[src/rtl/bitfunc_serializer_pkg.sv]
// Shared definitions for the bit-function serializer: mode codes, FSM encodings and
// the per-bit SHA-style function, also reused by the hash core.
package bitfunc_serializer_pkg;

  typedef enum logic [1:0] {
    MODE_CH  = 2'b00,
    MODE_MAJ = 2'b01,
    MODE_PAR = 2'b10,
    MODE_RSV = 2'b11
  } mode_e;

  typedef enum logic {
    ST_IDLE  = 1'b0,
    ST_SHIFT = 1'b1
  } state_e;

  // Bitwise functions act on each bit position independently, so one bit is evaluated
  // here and callers replicate it across any word width.
  function automatic logic bitfunc_eval(input logic [1:0] mode, input logic a,
                                        input logic b, input logic c);
    logic r;
    case (mode)
      MODE_CH:  r = (a & b) ^ (~a & c);
      MODE_MAJ: r = (a & b) ^ (a & c) ^ (b & c);
      MODE_PAR: r = a ^ b ^ c;
      default:  r = 1'b0;
    endcase
    return r;
  endfunction

endpackage

[src/rtl/bitfunc_fifo.sv]
// Synchronous result FIFO for the bit-function serializer; DEPTH must be a power of 2 so
// the pointers wrap naturally. Active-low synchronous reset clears pointers and count.
module bitfunc_fifo
  import bitfunc_serializer_pkg::*;
#(
  parameter int WIDTH = 32,
  parameter int DEPTH = 4
) (
  input  logic                     clk,
  input  logic                     reset,
  input  logic                     push,
  input  logic                     pop,
  input  logic [WIDTH-1:0]         wr_data,
  output logic [WIDTH-1:0]         rd_data,
  output logic                     full,
  output logic                     empty,
  output logic [$clog2(DEPTH):0]   count
);

  localparam int AW = $clog2(DEPTH);

  logic [WIDTH-1:0] mem [DEPTH];
  logic [AW-1:0]    wr_ptr;
  logic [AW-1:0]    rd_ptr;
  logic [AW:0]      cnt;
  logic             do_push;
  logic             do_pop;

  assign full    = (cnt == (AW+1)'(DEPTH));
  assign empty   = (cnt == '0);
  assign count   = cnt;
  assign do_push = push && !full;
  assign do_pop  = pop && !empty;
  assign rd_data = mem[rd_ptr];

  always_ff @(posedge clk) begin
    if (!reset) begin
      wr_ptr <= '0;
      rd_ptr <= '0;
      cnt    <= '0;
    end else begin
      if (do_push) wr_ptr <= wr_ptr + 1'b1;
      if (do_pop)  rd_ptr <= rd_ptr + 1'b1;
      case ({do_push, do_pop})
        2'b10:   cnt <= cnt + 1'b1;
        2'b01:   cnt <= cnt - 1'b1;
        default: cnt <= cnt;
      endcase
    end
  end

  // Storage carries no reset; validity is tracked entirely by the pointers and count.
  always_ff @(posedge clk) begin
    if (do_push) mem[wr_ptr] <= wr_data;
  end

endmodule

[src/rtl/bitfunc_serializer.sv]
// Mode-selected SHA-style bit function feeding a result FIFO, streamed out one bit per cycle.
// Build option BITFUNC_MSB_FIRST_EN: serialize MSB first (default is LSB first).
module bitfunc_serializer
  import bitfunc_serializer_pkg::*;
#(
  parameter int WIDTH = 32,
  parameter int DEPTH = 4
) (
  input  logic             clk,
  input  logic             reset,
  input  logic             in_valid,
  output logic             in_ready,
  input  logic [1:0]       mode,
  input  logic [WIDTH-1:0] A_e,
  input  logic [WIDTH-1:0] B_e,
  input  logic [WIDTH-1:0] C_e,
  output logic             Yout,
  output logic             Yout_valid,
  output logic             Yout_last,
  output logic             busy
);

  localparam int CW = $clog2(WIDTH);

  logic [WIDTH-1:0]         fx;
  logic [WIDTH-1:0]         rd_data;
  logic [WIDTH-1:0]         sr;
  logic [CW-1:0]            bitcnt;
  logic [$clog2(DEPTH):0]   count;
  logic                     full;
  logic                     empty;
  logic                     push;
  logic                     pop;
  logic                     last_bit;
  logic                     sr_bit;
  state_e                   state;
  state_e                   state_nxt;

  always_comb begin
    fx = '0;
    for (int i = 0; i < WIDTH; i++) begin
      fx[i] = bitfunc_eval(mode, A_e[i], B_e[i], C_e[i]);
    end
  end

  // Gating with reset keeps in_ready low for as long as reset is held.
  assign in_ready = reset && !full;
  assign push     = in_valid && in_ready;

  bitfunc_fifo #(
    .WIDTH (WIDTH),
    .DEPTH (DEPTH)
  ) u_fifo (
    .clk     (clk),
    .reset   (reset),
    .push    (push),
    .pop     (pop),
    .wr_data (fx),
    .rd_data (rd_data),
    .full    (full),
    .empty   (empty),
    .count   (count)
  );

  assign last_bit = (bitcnt == CW'(WIDTH - 1));

  always_ff @(posedge clk) begin
    if (!reset) state <= ST_IDLE;
    else        state <= state_nxt;
  end

  // Popping on the last bit lets the next word follow with no idle cycle.
  always_comb begin
    state_nxt = state;
    pop       = 1'b0;
    case (state)
      ST_IDLE: begin
        if (!empty) begin
          pop       = 1'b1;
          state_nxt = ST_SHIFT;
        end
      end
      ST_SHIFT: begin
        if (last_bit) begin
          if (!empty) pop = 1'b1;
          else        state_nxt = ST_IDLE;
        end
      end
      default: state_nxt = ST_IDLE;
    endcase
  end

  always_ff @(posedge clk) begin
    if (!reset) begin
      sr     <= '0;
      bitcnt <= '0;
    end else if (pop) begin
      sr     <= rd_data;
      bitcnt <= '0;
    end else if (state == ST_SHIFT) begin
`ifdef BITFUNC_MSB_FIRST_EN
      sr     <= {sr[WIDTH-2:0], 1'b0};
`else
      sr     <= {1'b0, sr[WIDTH-1:1]};
`endif
      bitcnt <= bitcnt + 1'b1;
    end
  end

`ifdef BITFUNC_MSB_FIRST_EN
  assign sr_bit = sr[WIDTH-1];
`else
  assign sr_bit = sr[0];
`endif

  assign Yout_valid = (state == ST_SHIFT);
  assign Yout       = Yout_valid && sr_bit;
  assign Yout_last  = Yout_valid && last_bit;
  assign busy       = (count != '0) || Yout_valid;

endmodule
[config.mk]
export PLATFORM = sky130hd
export DESIGN_NAME = bitfunc_serializer
export DESIGN_NICKNAME = d
export VERILOG_FILES = /design/src/rtl/bitfunc_serializer_pkg.sv /design/src/rtl/bitfunc_fifo.sv /design/src/rtl/bitfunc_serializer.sv
export SDC_FILE = /design/constraint.sdc
export NUM_CORES = 1
export LEC_CHECK = 0
export CORE_MARGIN = 10
export CORE_UTILIZATION = 45
export CTS_CLUSTER_SIZE = 14
export DETAILED_ROUTE_END_ITERATION = 8
export PLACE_DENSITY_LB_ADDON = 0.12
export SLEW_MARGIN = 20
export SYNTH_ARGS = -nofsm -noshare
export SYNTH_HDL_FRONTEND = slang
export SYNTH_SLANG_ARGS = --single-unit
[constraint.sdc]
create_clock -name clk -period 3.5 [get_ports clk]
set_clock_uncertainty 0.2 [all_clocks]
set_input_delay 0.525 -clock clk [delete_from_list [all_inputs] [get_ports clk]]
set_output_delay 0.525 -clock clk [all_outputs]
set_load 0.1 [all_outputs]
==> results_slide.txt, run 1 <==
Key Metrics from the Run

Clock tree
  • Late-Pin Clk Latency: 0.42 ns
  • CTS Buf Count: 17
  • Clock Path Buffers: 2
  • Clock root buffer: clkbuf_16

Worst setup path
  • Reg2reg setup slack: 0.60 ns
  • Startpoint types: flop
  • R2R Path Start: bitcnt[0]$_SDFFE_PP0P_
  • Element type at the critical path end: flop
  • CP Data Arrival Time: 3.05 ns
  • Setup CP Type: flop to flop
  • Crit. Startpoint: bitcnt[0]$_SDFFE_PP0P_

Synthesis
  • Post-synth area from yosys stat: 8440 sq um
  • Synth Area in Compound Gates: 0.0688
  • Cells after Synth: 548
  • Main logic family: multiplexers
  • Post-Synth Adder-Cell Area: 0.0887

Floorplan
  • Die Wd: 157 um
  • CORE AREA: 18,600 sq um

Timing
  • Peak Freq: 345 MHz
  • Slew of the pin with the lowest slew margin: 0.874 ns
  • Final hold violations: 0
  • Finish-stage setup viols: 0
  • Minimum clock period: 2.90 ns
  • Unrepaired setup endpoints after global routing: no

Final layout
  • Top reg by flops: u_fifo.mem
  • Share of cells above drive strength 1: 0.180
  • Inserted Diodes: 0
  • Layout Nets: 794

Detailed routing
  • Via density: 5.59
  • Avg WL per Cell: 19.8 um
  • Routed length on met1: 7800 um
  • Drt drc: 0
  • DRT Pass-1 Iters: 5
  • Length of routed met2 wiring: 8700 um

Power and ir drop
  • Max VDD drop: 0.000342 V
  • Combinational Power Share: 0.293

GRT
  • Most Crowded Layer GR: met2
  • First-pass GRT wire length: 28,300 um
  • Met2 usage: 0.233
  • Met1 global-route usage: 0.191

Run
  • Max Cap Viol: 0

Outcome
  • Status: complete, no violations
[run 1: metrics by stage]
| stage | hold slack (ns) | worst slack [ns] | instances | total power, mW |
|---|---|---|---|---|
| after detailed placement | 0.267 | 0.568 | 868 | 4.78 |
| after CTS | 0.284 | 0.615 | 900 | 6.59 |
| final | 0.283 | 0.599 | 900 | 6.53 |
| after global routing | 0.296 | 0.474 | 900 | 6.86 |
| after floorplan | 0.243 | 0.598 | 548 | 4.25 |
| after global placement | 0.259 | 0.592 | 868 | 4.71 |
[run 1: layout make-up]
cell class	instances	share of cell area
well taps	234	0.0284
inverters	13	0.00474
clock buffers	22	0.0492
multi-input cells	326	0.330
repair buffers	120	0.116
flip-flops and latches	175	0.465
clock inverters	10	0.00717
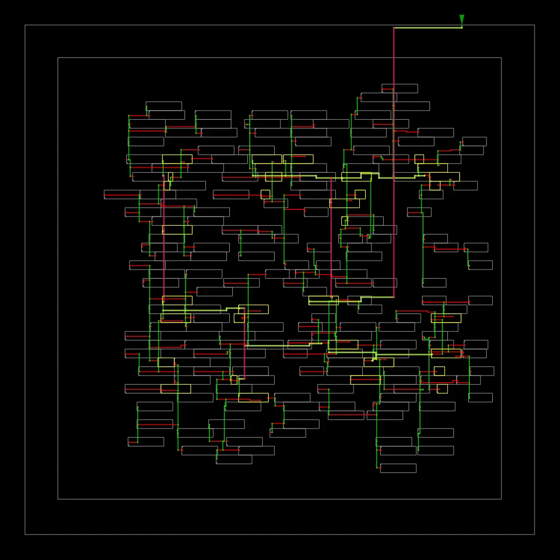
(run_1/clocks.png)
Clock net power: 1.81 mW
Num Clock Sinks: 175

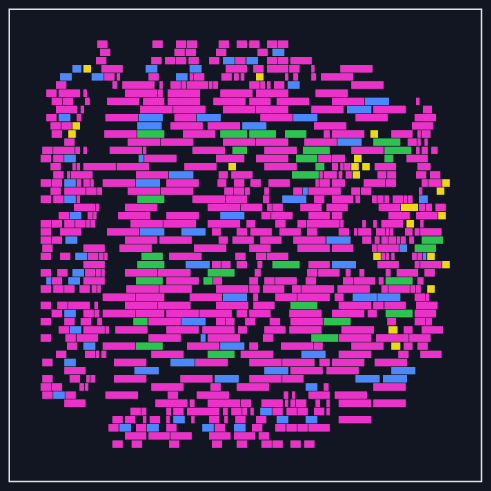
(run_1/sizes.png)
Drawn at 3 px/um.
size	colour	cells	share
_6 and larger	green	29	4.4%
_3 and _4 cells	yellow	21	3.2%
_0 and _1 cells	magenta	546	82%
_2 cells	blue	70	11%

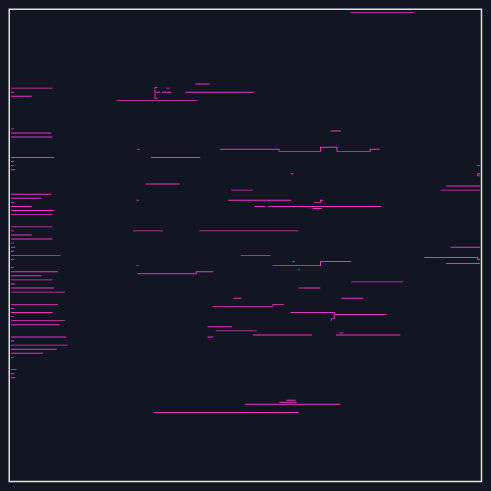
(run_1/layer_met3.png)
Drawn at 3 px/um.
wire length on this layer	1,040 um
longest straight run	48.1 um
met3 GRT Util: 0.0382
vias post-DR: 5,028
DRT Wirelength: 17,800 um

==> run 2: changes to the inputs <==
==> constraint.sdc (replaced) <==
create_clock -name clk -period 3 [get_ports clk]
set_clock_uncertainty 0.2 [all_clocks]
set_input_delay 0.45 -clock clk [delete_from_list [all_inputs] [get_ports clk]]
set_output_delay 0.45 -clock clk [all_outputs]
set_load 0.1 [all_outputs]
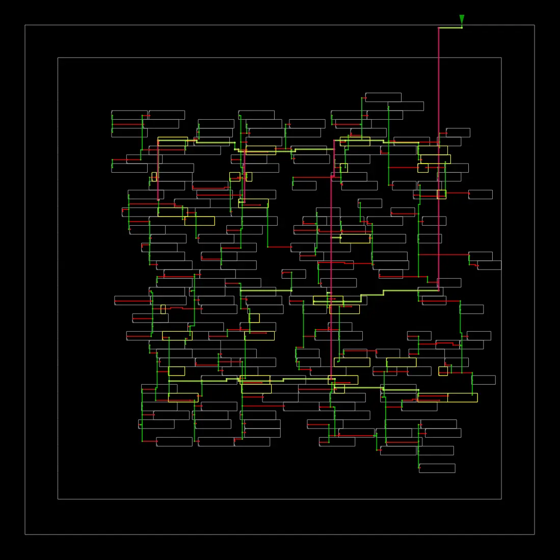
(run_2/clocks.png)
Late-Pin Clk Latency: 0.42 ns
CTS Buf Count: 17
Clock net power: 2.21 mW

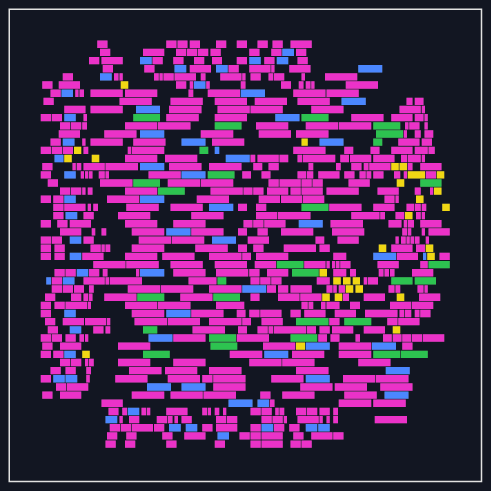
(run_2/sizes.png)
Drawn at 3 px/um.
size	colour	cells	share
_2 cells	blue	66	9.8%
_3 and _4 cells	yellow	29	4.3%
_6 and larger	green	29	4.3%
_0 and _1 cells	magenta	549	82%
final critical-path setup slack: 0.268 ns
Finished Cell Area: 10,400 sq um
Non-clk bufs: 127
Layout area overhead: 22.9%

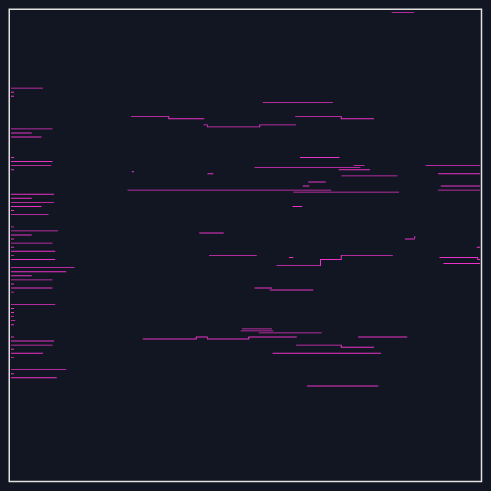
(run_2/layer_met3.png)
Drawn at 3 px/um.
main direction	horizontal
nets with wire on the layer	72
longest straight run	67.6 um
share of all routed wire	6.1%
DRT Wirelength: 17,200 um
vias post-DR: 5,024
met3 GRT Util: 0.0437

==> run 2 against run 1 <==
  * Utilization increased by 0.37 points
  * Global-route usage decreased by 0.18 points
  * Register-to-register slack got worse by 0.33 ns
  * Clock power increased by 22%
  * Count of clock-buffer cells in the layout increased by 1
  * Combinational power increased by 22%
  * Die size unchanged
  * Critical path type unchanged
  * Final cell count increased by 0.78%
  * Fmax increased by 6.2%
  * Total power increased by 19%
  * Critical endpoint unchanged
  * Non-clock buffer count increased by 7
  * Setup slack got worse by 0.33 ns
==> results_slide.txt, run 2 <==
Key Metrics from the Run

GRT
  • Met2 usage: 0.222
  • Met1 global-route usage: 0.193
  • First-pass GRT wire length: 27,900 um
  • Most Crowded Layer GR: met2

Final layout
  • Largest register FFs: 128
  • Share of cells above drive strength 1: 0.184
  • Top reg by flops: u_fifo.mem
  • Finished Layout Cells: 907
  • Layout Nets: 801

Worst setup path
  • CP Data Arrival Time: 2.89 ns
  • CP required: 3.16 ns
  • Setup CP Type: flop to flop
  • Startpoint types: flop
  • FF-to-FF path depth: 11
  • Crit. Startpoint: bitcnt[0]$_SDFFE_PP0P_
  • Reg2reg setup slack: 0.27 ns
  • Element type at the critical path end: flop
  • Crit path to: u_fifo.count[2]$_SDFFE_PN0P_
  • R2R Path Start: bitcnt[0]$_SDFFE_PP0P_

Outcome
  • Status: complete, no violations

Detailed routing
  • Drt drc: 0
  • Via density: 5.54

Power and ir drop
  • Cell Pwr Density: 749 nW/um^2
  • Tot Pwr: 7.77 mW
  • Max VDD drop: 0.000401 V
  • Combinational Power Share: 0.302

Timing
  • Hold_ws: 0.283 ns
  • Finish-stage setup viols: 0
  • Minimum clock period: 2.73 ns
  • Unrepaired setup endpoints after global routing: no
  • Peak Freq: 366 MHz
  • Slew of the pin with the lowest slew margin: 0.721 ns
  • Final hold violations: 0

Synthesis
  • Main logic family: multiplexers
  • Synth Area in Compound Gates: 0.0688
  • Post-synth area from yosys stat: 8440 sq um
  • Post-Synth Adder-Cell Area: 0.0887
  • Most common library cells after synthesis: edfxtp_1 (128), dfxtp_1 (47), o21ai_0 (43)
  • Cells after Synth: 548

Placed design
  • Dpl cells: 875
  • Detailed Place HPWL: 11,900 um
  • Worst slack at placement: 0.264 ns

Clock tree
  • Clock root buffer: clkbuf_16
  • Num Clock Sinks: 175
  • Clock Path Buffers: 2

Floorplan
  • # rows: 50
  • CORE AREA: 18,600 sq um
  • Die Wd: 157 um
  • Total die size: 24,600 sq um

Run
  • Max Cap Viol: 0
## run 2: final cells by class
cell class / instances / area (sq um) / area share
Multi-Input combinational cell: 326 / 3390 / 0.327
Tap cell: 234 / 293 / 0.0282
Timing Repair Buffer: 127 / 1240 / 0.119
Clock inverter: 9 / 91.3 / 0.00881
Clock buffer: 23 / 522 / 0.0503
Sequential cell: 175 / 4790 / 0.462
Inverter: 13 / 48.8 / 0.00471
## run 2: metal layers
metal  wire length [um]  vias up
li1                   -     2371
met1               7890     2525
met2               8040      117
met3               1040       11
met4                189        0
met5                  0        -
## run 2: power by group through the flow
stage	clock network, mW	registers [mW]	logic (mW)
after floorplan	0	3.22	1.74
after global placement	0	3.24	2.32
after detailed placement	0	3.25	2.38
after CTS	2.26	3.21	2.38
after global routing	2.36	3.25	2.58
final	2.21	3.21	2.34
No activity file was given, so power comes from the tool's default toggle rates.
